## src/rtl/store_write_buffer_pkg.sv

```systemverilog
// Shared definitions for the M-stage store write buffer: store op encodings,
// byte-enable constants and the buffered entry layout.
package store_write_buffer_pkg;

  typedef enum logic [1:0] {
    OP_SW  = 2'b00,
    OP_SH  = 2'b01,
    OP_SB  = 2'b10,
    OP_RSV = 2'b11
  } st_op_e;

  localparam logic [3:0] BE_NONE    = 4'b0000;
  localparam logic [3:0] BE_WORD    = 4'b1111;
  localparam logic [3:0] BE_HALF_LO = 4'b0011;
  localparam logic [3:0] BE_HALF_HI = 4'b1100;
  localparam logic [3:0] BE_BYTE0   = 4'b0001;

  // One formatted store as presented to data memory.
  typedef struct packed {
    logic [31:0] addr;    // word-aligned address
    logic [31:0] wdata;   // lane-replicated data
    logic [3:0]  byteen;  // bit i enables byte i
    logic [31:0] pc;      // PC of the store
  } sb_entry_t;

endpackage

```

## src/rtl/store_lane_format.sv

```systemverilog
// Combinational store formatter: narrows register data to word/half/byte,
// replicates it across the lanes and forms the byte enables.
// Ports:
//   op_i         store op (SW/SH/SB/reserved)
//   addr_lo_i    byte offset within the word (addr[1:0])
//   data_i       rt register value
//   wdata_o      lane-replicated write data
//   byteen_o     byte enables, bit i = byte i
//   misaligned_o offset not allowed for op, or reserved op
module store_lane_format
  import store_write_buffer_pkg::*;
(
  input  logic [1:0]  op_i,
  input  logic [1:0]  addr_lo_i,
  input  logic [31:0] data_i,
  output logic [31:0] wdata_o,
  output logic [3:0]  byteen_o,
  output logic        misaligned_o
);

  always_comb begin
    wdata_o      = data_i;
    byteen_o     = BE_NONE;
    misaligned_o = 1'b0;
    case (st_op_e'(op_i))
      OP_SW: begin
        wdata_o      = data_i;
        byteen_o     = BE_WORD;
        misaligned_o = (addr_lo_i != 2'b00);
      end
      OP_SH: begin
        wdata_o      = {2{data_i[15:0]}};
        byteen_o     = addr_lo_i[1] ? BE_HALF_HI : BE_HALF_LO;
        misaligned_o = addr_lo_i[0];
      end
      OP_SB: begin
        wdata_o      = {4{data_i[7:0]}};
        byteen_o     = BE_BYTE0 << addr_lo_i;
        misaligned_o = 1'b0;
      end
      default: begin
        // Reserved op is reported through the same error path as misalignment.
        misaligned_o = 1'b1;
      end
    endcase
  end

endmodule

```

## src/rtl/store_write_buffer.sv

```systemverilog
// M-stage store write buffer: formats stores, queues them in a DEPTH-entry
// FIFO draining to data memory over valid/ready, and reports misaligned or
// reserved stores with a one-cycle error pulse instead of buffering them.
// Ports:
//   clk, reset               clock / asynchronous active-high reset
//   in_valid/in_ready        store request handshake (in_ready is the stall source)
//   in_op/in_addr/in_data/in_pc  store request payload
//   m_valid/m_ready          head entry handshake to memory
//   m_addr/m_wdata/m_byteen/m_pc  head entry payload (zero when no entry)
//   err_valid/err_addr/err_pc     misalignment pulse and offending store
//   empty                    no entry pending
module store_write_buffer
  import store_write_buffer_pkg::*;
#(
  parameter int DEPTH = 2
) (
  input  logic        clk,
  input  logic        reset,
  input  logic        in_valid,
  output logic        in_ready,
  input  logic [1:0]  in_op,
  input  logic [31:0] in_addr,
  input  logic [31:0] in_data,
  input  logic [31:0] in_pc,
  output logic        m_valid,
  input  logic        m_ready,
  output logic [31:0] m_addr,
  output logic [31:0] m_wdata,
  output logic [3:0]  m_byteen,
  output logic [31:0] m_pc,
  output logic        err_valid,
  output logic [31:0] err_addr,
  output logic [31:0] err_pc,
  output logic        empty
);

  localparam int PW = (DEPTH > 1) ? $clog2(DEPTH) : 1;
  localparam int CW = $clog2(DEPTH) + 1;

  sb_entry_t         mem_q [DEPTH];
  sb_entry_t         head;
  sb_entry_t         new_entry;
  logic [PW-1:0]     wr_ptr_q, wr_ptr_d;
  logic [PW-1:0]     rd_ptr_q, rd_ptr_d;
  logic [CW-1:0]     count_q, count_d;
  logic              empty_q;
  logic              err_valid_q, err_valid_d;
  logic [31:0]       err_addr_q, err_addr_d;
  logic [31:0]       err_pc_q, err_pc_d;

  logic [31:0]       fmt_wdata;
  logic [3:0]        fmt_byteen;
  logic              fmt_mis;
  logic              accept, push, pop;

  store_lane_format u_fmt (
    .op_i         (in_op),
    .addr_lo_i    (in_addr[1:0]),
    .data_i       (in_data),
    .wdata_o      (fmt_wdata),
    .byteen_o     (fmt_byteen),
    .misaligned_o (fmt_mis)
  );

  // Handshakes: full blocks input even if the head pops this cycle.
  assign in_ready = (count_q < CW'(DEPTH));
  assign m_valid  = (count_q != '0);
  assign accept   = in_valid & in_ready;
  assign push     = accept & ~fmt_mis;
  assign pop      = m_valid & m_ready;

  assign new_entry.addr   = {in_addr[31:2], 2'b00};
  assign new_entry.wdata  = fmt_wdata;
  assign new_entry.byteen = fmt_byteen;
  assign new_entry.pc     = in_pc;

  always_comb begin
    wr_ptr_d    = wr_ptr_q;
    rd_ptr_d    = rd_ptr_q;
    count_d     = count_q;
    err_valid_d = accept & fmt_mis;
    err_addr_d  = err_addr_q;
    err_pc_d    = err_pc_q;
    if (push) wr_ptr_d = wr_ptr_q + PW'(1);
    if (pop)  rd_ptr_d = rd_ptr_q + PW'(1);
    case ({push, pop})
      2'b10:   count_d = count_q + CW'(1);
      2'b01:   count_d = count_q - CW'(1);
      default: count_d = count_q;
    endcase
    if (accept & fmt_mis) begin
      err_addr_d = in_addr;
      err_pc_d   = in_pc;
    end
  end

  // Control and error state
  always_ff @(posedge clk or posedge reset) begin
    if (reset) begin
      wr_ptr_q    <= '0;
      rd_ptr_q    <= '0;
      count_q     <= '0;
      empty_q     <= 1'b1;
      err_valid_q <= 1'b0;
      err_addr_q  <= '0;
      err_pc_q    <= '0;
    end else begin
      wr_ptr_q    <= wr_ptr_d;
      rd_ptr_q    <= rd_ptr_d;
      count_q     <= count_d;
      empty_q     <= (count_d == '0);
      err_valid_q <= err_valid_d;
      err_addr_q  <= err_addr_d;
      err_pc_q    <= err_pc_d;
    end
  end

  // FIFO storage carries no reset; outputs are masked by m_valid instead.
  always_ff @(posedge clk) begin
    if (push) mem_q[wr_ptr_q] <= new_entry;
  end

  assign head     = mem_q[rd_ptr_q];
  assign m_addr   = m_valid ? head.addr   : 32'h0;
  assign m_wdata  = m_valid ? head.wdata  : 32'h0;
  assign m_byteen = m_valid ? head.byteen : 4'h0;
  assign m_pc     = m_valid ? head.pc     : 32'h0;

  assign err_valid = err_valid_q;
  assign err_addr  = err_addr_q;
  assign err_pc    = err_pc_q;
  assign empty     = empty_q;

endmodule

```

## config.mk

```make
export PLATFORM = sky130hd
export DESIGN_NAME = store_write_buffer
export DESIGN_NICKNAME = d
export VERILOG_FILES = /design/src/rtl/store_write_buffer_pkg.sv /design/src/rtl/store_lane_format.sv /design/src/rtl/store_write_buffer.sv
export SDC_FILE = /design/constraint.sdc
export NUM_CORES = 1
export LEC_CHECK = 0
export CELL_PAD_IN_SITES_DETAIL_PLACEMENT = 0
export CELL_PAD_IN_SITES_GLOBAL_PLACEMENT = 1
export CORE_MARGIN = 2
export CORE_UTILIZATION = 36
export CTS_CLUSTER_SIZE = 40
export DETAILED_ROUTE_END_ITERATION = 7
export PLACE_DENSITY = 0.85
export SLEW_MARGIN = 20
export SYNTH_ARGS = -nofsm -noshare
export SYNTH_HDL_FRONTEND = slang
export SYNTH_SLANG_ARGS = --single-unit
```

## constraint.sdc

```tcl
create_clock -name clk -period 5.3 [get_ports clk]
set_input_delay 0.53 -clock clk [delete_from_list [all_inputs] [get_ports clk]]
set_output_delay 0.53 -clock clk [all_outputs]
set_load 0.05 [all_outputs]
```

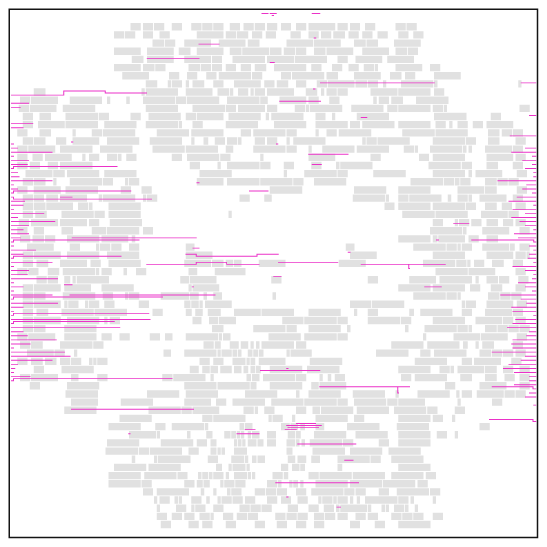
run_1/m3.png
Drawn at 3 px/um.
wire length on this layer = 1710 um
longest straight run = 52.9 um
main direction = horizontal
nets with wire on the layer = 154

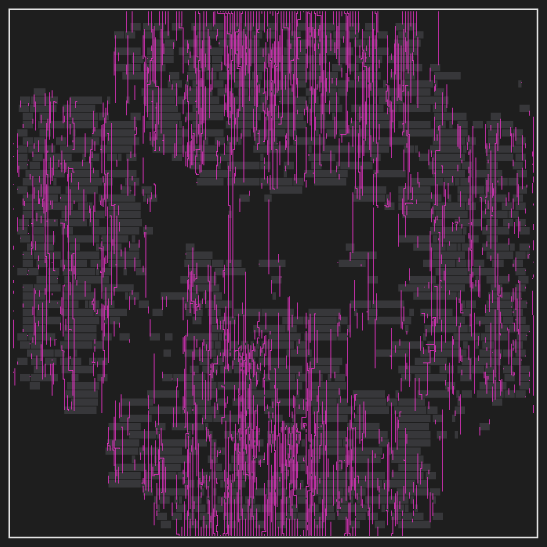
run_1/m2.png
Drawn at 3 px/um.
main direction = vertical
nets with wire on the layer = 927
share of all routed wire = 47%
longest straight run = 67.8 um

==> GITHUB_STEP_SUMMARY, run 1 <==
## Implementation flow summary

| Metric | Value |
|---|---|
| Status | `complete, no violations` |
| Yosys adder share | `0.00590` |
| Vias in the first global route | `approximately 6500` |
| Synth top cells by count | `edfxtp_1 (196), nor2_1 (116), mux2i_1 (98)` |
| Crit path required time | `4770 ps` |
| Synth Flop Type | `edfxtp_1` |
| # IOs | `around 270` |
| Cell area after layout | `14600 um^2` |
| Largest area contributor in the netlist | `edfxtp_1` |
| Hold_buf cts | `0` |
| Core area | `between 20000 and 30000 um^2` |
| Initial antenna violation count | `0` |
| CTS buffer count | `27` |
| Clock Sinks | `approximately 270` |
| Syn Std Cell Area | `approximately 11000 um^2` |
| RD Place Congestion | `just under 0.8` |
| # DRC | `0` |
| Async SR Flop Fraction | `0.263` |
| Mapped Avg Cell Area | `15.7 um^2` |
| Clk network pwr share | `0.187` |
| Post-CTS setup buffers | `0` |
| CTS tree | `built` |
| Yosys aoi share | `0.0307` |
| Total die size | `30800 um^2` |
| Half-perimeter wire length after placement | `16500 um` |
| Placed insts | `around 1300` |
| Yosys Chip Area | `about 11000 um^2` |
| Filler cells | `2439` |
| First-pass GRT wire length | `36500 um` |
| Clk_skew | `11.0 ps` |
| Commonest cells after routing, fill and taps aside | `clkdlybuf4s50_1 (267), edfxtp_1 (196), nor2_1 (113)` |
| Slowest stage cell, crit path | `dfrtp_4` |
| Setup CP Type | `reg2out` |
| Die y size | `176 um` |
| Fin crit period | `approximately 3700 ps` |
| Final setup TNS | `0 ps` |
| Reg-to-reg setup timing slack | `~2700 ps` |
| Main area contributors | `edfxtp_1 (56%), dfrtp_1 (16%), mux2i_1 (9.3%), mux2_2 (5.3%), nor2_1 (4.1%)` |
| # H-tree levels | `1` |
| FF-to-FF path depth | `4` |
| Die x size | `between 150 and 200 um` |
| Site Rows | `about 62` |
| Final hold violation count | `0` |
| Peak per-stage delay on the critical path | `about 1000 ps` |
| Internal power | `~0.0055 W` |
| Logic power comb | `~0.0051 W` |
| Number of enable flip-flop cells | `196` |
| DR pass1 iterations | `4` |
| Simple Share, Synth | `0.0539` |
| P_seq | `0.00301 W` |
| Starting Density | `0.367` |
| Top delay family on crit path | `buffers and inverters` |
| WP depth | `4` |
| Logic pwr share | `0.510` |
| Max Cap Violations | `0` |
| Top Consumer | `combinational logic` |
| Worst slew pin tran | `around 1000 ps` |
| Seq share, synth | `0.721` |
| Final setup fails | `0` |
| Layout Cells excl Fill | `1352` |
| Reg-to-reg endpoint | `err_addr[10]` |
| Mux cell area share after synthesis | `0.158` |
| Hold Crit Class | `in2async` |
| P_sw | `about 0.0044 W` |
| Critical path cell sequence | `buf_12, mux2i_1, nor2_1, clkdlybuf4s50_1` |
| Via count | `6343` |
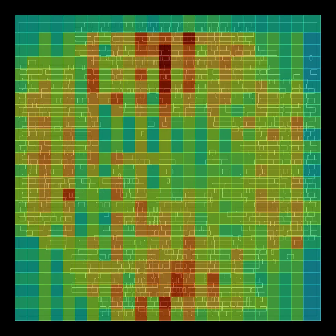
run_1/congestion_map.png
met1 GRT Util: 0.198
final core occ: 0.505
M2 GR Usage: 0.246
WL/cell: 17.5 um
met3 Use GR: 0.0429

## run 1: final cells by class
| class | instances | area [um^2] | share of cell area |
|---|---|---|---|
| clock inverters | 19 | 183 | 0.0125 |
| inverters | 16 | 61.3 | 0.00420 |
| clock buffers | 31 | 701 | 0.0481 |
| flip-flops and latches | 266 | 7640 | 0.524 |
| well taps | 384 | 480 | 0.0330 |
| multi-input cells | 357 | 2710 | 0.186 |
| repair buffers | 279 | 2800 | 0.192 |
## run 1: per-layer routing
layer,part of all wire,global-route usage
met5,0,0
met4,0.026,0.0430
met3,0.072,0.0429
met2,0.47,0.246
met1,0.43,0.198
## run 1: state kept, by name, indices dropped and copies added, names as in the netlist
register	cells
err_valid	1
count_q	2
rd_ptr_q	1
empty	1
err_addr	32
err_pc	32
wr_ptr_q	1
mem_q	196
## Run 2: what changed since run 1
- clock period: 5.3 -> 3.35 ns (I/O delays scaled with it)
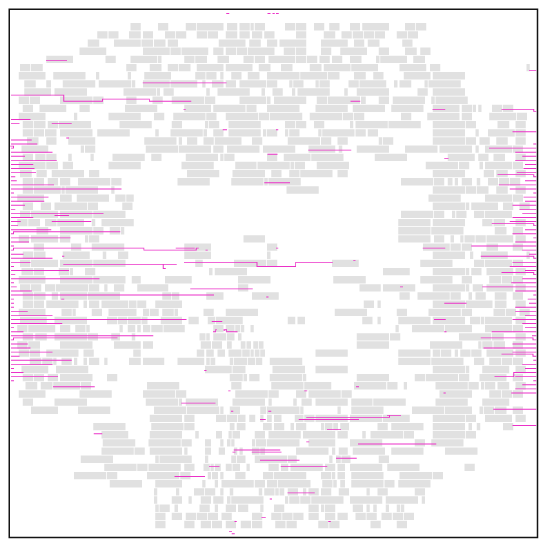
run_2/m3.png
Drawn at 3 px/um.
nets with wire on the layer = 157
wire length on this layer = 1760 um
share of all routed wire = 7.3%
main direction = horizontal
longest straight run = 67.4 um

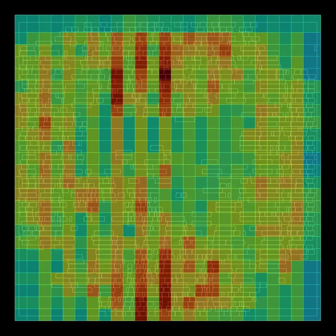
run_2/congestion_map.png
met1 GRT Util: 0.187
final core occ: 0.512

==> GITHUB_STEP_SUMMARY, run 2 <==
## Implementation flow summary

| Metric | Value |
|---|---|
| Status | `complete, no violations` |
| P_sw | `0.00699 W (+58%)` |
| Mux cell area share after synthesis | `0.158 (unchanged)` |
| # H-tree levels | `1 (unchanged)` |
| Main area contributors | `edfxtp_1 (56%), dfrtp_1 (16%), mux2i_1 (9.3%), mux2_2 (5.3%), nor2_1 (4.1%)` |
| Crit path required time | `3010 ps (-1760 ps)` |
| Final hold violation count | `0 (unchanged)` |
| Cell area after layout | `14800 um^2 (+1.4%)` |
| M1 WL | `9710 um (-4.0%)` |
| CTS tree | `built` |
| CTS buffer count | `28 (+3.7%)` |
| Filler cells | `2444 (+0.21%)` |
| Total area of sequential cells | `7640 um^2 (unchanged)` |
| Final setup fails | `0 (unchanged)` |
| Clk network pwr share | `0.206 (+0.019)` |
| Yosys aoi share | `0.0307 (unchanged)` |
| Vias in the first global route | `6627 (+1.9%)` |
| Mapped Avg Cell Area | `15.7 um^2 (unchanged)` |
| Synth Flop Type | `edfxtp_1` |
| Core area | `28900 um^2 (unchanged)` |
| Fin crit period | `roughly 3100 ps` |
| # IOs | `270 (unchanged)` |
| Top Consumer | `combinational logic` |
| Layout Cells excl Fill | `1358 (+0.44%)` |
| First-pass GRT wire length | `36700 um (+0.64%)` |
| Logic power comb | `0.00814 W (+60%)` |
| Worst slew pin tran | `883 ps (-158 ps)` |
| Met3 Use GR | `0.0439 (+0.00108)` |
| DR pass1 iterations | `4 (unchanged)` |
| Gr busiest metal | `met2` |
| Number of enable flip-flop cells | `196 (unchanged)` |
| Yosys adder share | `0.00590 (unchanged)` |
| # DRC | `0 (unchanged)` |
| Clock Sinks | `266 (unchanged)` |
| Post-CTS setup buffers | `0 (unchanged)` |
| Die y size | `176 um (unchanged)` |
| Multi-input gate area | `2710 um^2 (unchanged)` |
| Final setup TNS | `0 ps (unchanged)` |
| Yosys Chip Area | `10600 um^2 (unchanged)` |
| Starting Density | `0.367 (unchanged)` |
==> run 2: final timing paths <==
check / from / endpoint / slack [ps]
setup / recovery: rd_ptr_q / m_wdata[27] / 210
hold / removal: reset / err_valid / 340
setup reg to reg: count_q[0] / empty / 1290
hold reg to reg: err_pc[22] / err_pc[22] / 490
max in group asynchronous: reset / err_addr[29] / 2310
min in group clk: in_pc[15] / mem_q[1][15] / 420
==> run 2: layout make-up <==
cell class	instances	area share
clock inverters	15	0.0172
diodes	1	0.000169
flip-flops and latches	266	0.517
clock buffers	37	0.0511
multi-input cells	357	0.184
well taps	384	0.0325
inverters	16	0.00406
repair buffers	282	0.194
==> run 2: worst max-delay path, stage by stage, from the launching register on <==
cell and delay [ps]:
dfrtp_4 870, buf_12 300, mux2i_1 100, nor2_1 160, clkdlybuf4s50_1 830
## Run 3: what changed since run 2
- CORE_MARGIN: 2 -> 10
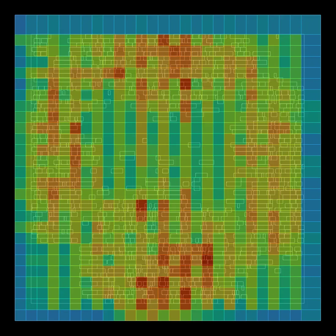
run_3/congestion_map.png
gr busiest metal: met2
met1 GRT Util: 0.161
GR Util All Layers: 0.137
final core occ: 0.510

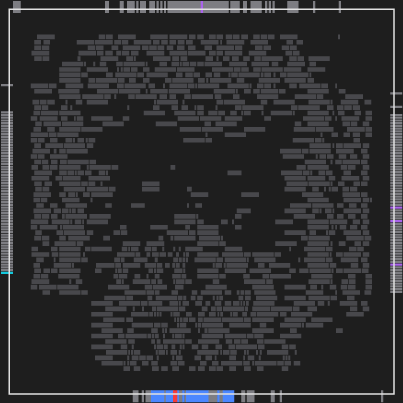
run_3/pinout.png
Drawn at 2 px/um. Pins as bars across the die edge, other pins in gray.
cyan -> `empty`  # pins 1, direction output, edge west
red -> `in_op`  # pins 2, direction input, edge south
purple -> `m_byteen`  # pins 4, direction output, edge 3 east, 1 north
blue -> `in_data`  # pins 32, direction input, edge south

==> GITHUB_STEP_SUMMARY, run 3 <==
## Implementation flow summary

| Metric | Value |
|---|---|
| Worst path bufs/invs | `2 (unchanged)` |
| Met3 Use GR | `0.0511 (+0.00720)` |
| ANT cells | `1 (unchanged)` |
| Main area contributors | `edfxtp_1 (56%), dfrtp_1 (16%), mux2i_1 (9.3%), mux2_2 (5.3%), nor2_1 (4.1%)` |
| Worst slew pin tran | `760 ps (-122 ps)` |
| # Cells Yosys | `677` |
| Post-synthesis cell type count | `39` |
| Cell area after layout | `14700 um^2 (-0.41%)` |
| Mux cell area share after synthesis | `0.158 (unchanged)` |
| Logic power comb | `0.00825 W (+1%)` |
| Pwr Total | `approximately 0.016 W` |
| Flop count | `266 (unchanged)` |
| Max Buffers Root-to-Sink | `3` |
| Nets | `1059` |
| Number of enable flip-flop cells | `196 (unchanged)` |
| # IOs | `270 (unchanged)` |
| Fraction of layout cells with a size suffix above 1 | `0.122` |
| Clk network pwr share | `0.196 (-0.010)` |
| Max-area cell class | `registers` |
| Top Consumer | `combinational logic` |
| Total area of sequential cells | `7640 um^2 (unchanged)` |
| Top delay family on crit path | `buffers and inverters` |
| Layout Cells excl Fill | `1359 (+0.074%)` |
| Die x size | `between 150 and 200 um` |
| Pwr Density | `about 1100 nW/um^2` |
| Yosys aoi share | `0.0307 (unchanged)` |
| DR pass1 iterations | `5 (+1)` |
| Number of clock-tree buffers in the layout | `39 (+5.4%)` |
| Final hold violation count | `0 (unchanged)` |
| Status | `complete, no violations` |
| M2 GR Usage | `0.231` |
| CTS tree | `built` |
| Antenna-violating nets left | `0` |
| WL/cell | `a little under 20 um` |
| Non-clock buffers | `283 (+0.35%)` |
| Final setup fails | `0 (unchanged)` |
| First-pass GRT wire length | `39500 um (+7.6%)` |
| Post-CTS Resized | `0` |
| Starting Density | `0.367 (unchanged)` |
| Yosys adder share | `0.00590 (unchanged)` |
| Final setup TNS | `0 ps (unchanged)` |
| Clock Sinks | `266 (unchanged)` |
| Logic share of the area | `0.184 (+0.000748)` |
| Yosys Chip Area | `10600 um^2 (unchanged)` |
| M1 WL | `10600 um (+9.1%)` |
| Slowest stage cell, crit path | `clkdlybuf4s50_1` |
| Filler cells | `2447 (+0.12%)` |
| Multi-input gate area | `2710 um^2 (unchanged)` |
| Mapped Avg Cell Area | `15.7 um^2 (unchanged)` |
| # H-tree levels | `1 (unchanged)` |
| P_sw | `0.00708 W (+1.3%)` |
| Peak per-stage delay on the critical path | `860 ps (about the same)` |
| Vias in the first global route | `6736 (+1.6%)` |
| Fin crit period | `3020 ps (-120 ps)` |
| Critical path cell sequence | `buf_4, mux2i_1, nor2_1, clkdlybuf4s50_1` |
| CTS buffer count | `28 (unchanged)` |
| Clk cell area share | `0.0649 (-0.00346)` |
| Seq area share | `0.519 (+0.00211)` |
| Signal inverters | `16 (unchanged)` |
| Comb gates | `357 (unchanged)` |
| # Taps | `384 (unchanged)` |
| Core area | `28900 um^2 (unchanged)` |
| Initial antenna violation count | `1` |
| Crit path required time | `3010 ps (about the same)` |
| # DRC | `0 (unchanged)` |
| Synth Flop Type | `edfxtp_1` |
| Post-CTS setup buffers | `0 (unchanged)` |
| Die y size | `192 um (+9.1%)` |
run 3: cell types whose count changed in the layout (fill, tap and decap cells not counted), moves of 2 or more:
| cell | previous run | this run |
|---|---|---|
| clkbuf_8 | 0 | 5 |
| bufinv_16 | 7 | 3 |
| clkbuf_1 | 8 | 5 |
| buf_4 | 9 | 11 |
| clkinv_1 | 2 | 4 |
run 3: final timing paths:
kind	end	cells past startpoint	slack (ps)	start
min reg2reg	err_pc[26]	1	490	err_pc[26]
min in group clk	mem_q[1][28]	1	410	in_pc[28]
min	err_addr[13]	2	250	reset
max in group asynchronous	err_valid	3	2450	reset
max reg2reg	empty	8	1220	count_q[0]
max	m_wdata[9]	4	330	rd_ptr_q
Power is estimated from default activity; no workload was simulated.
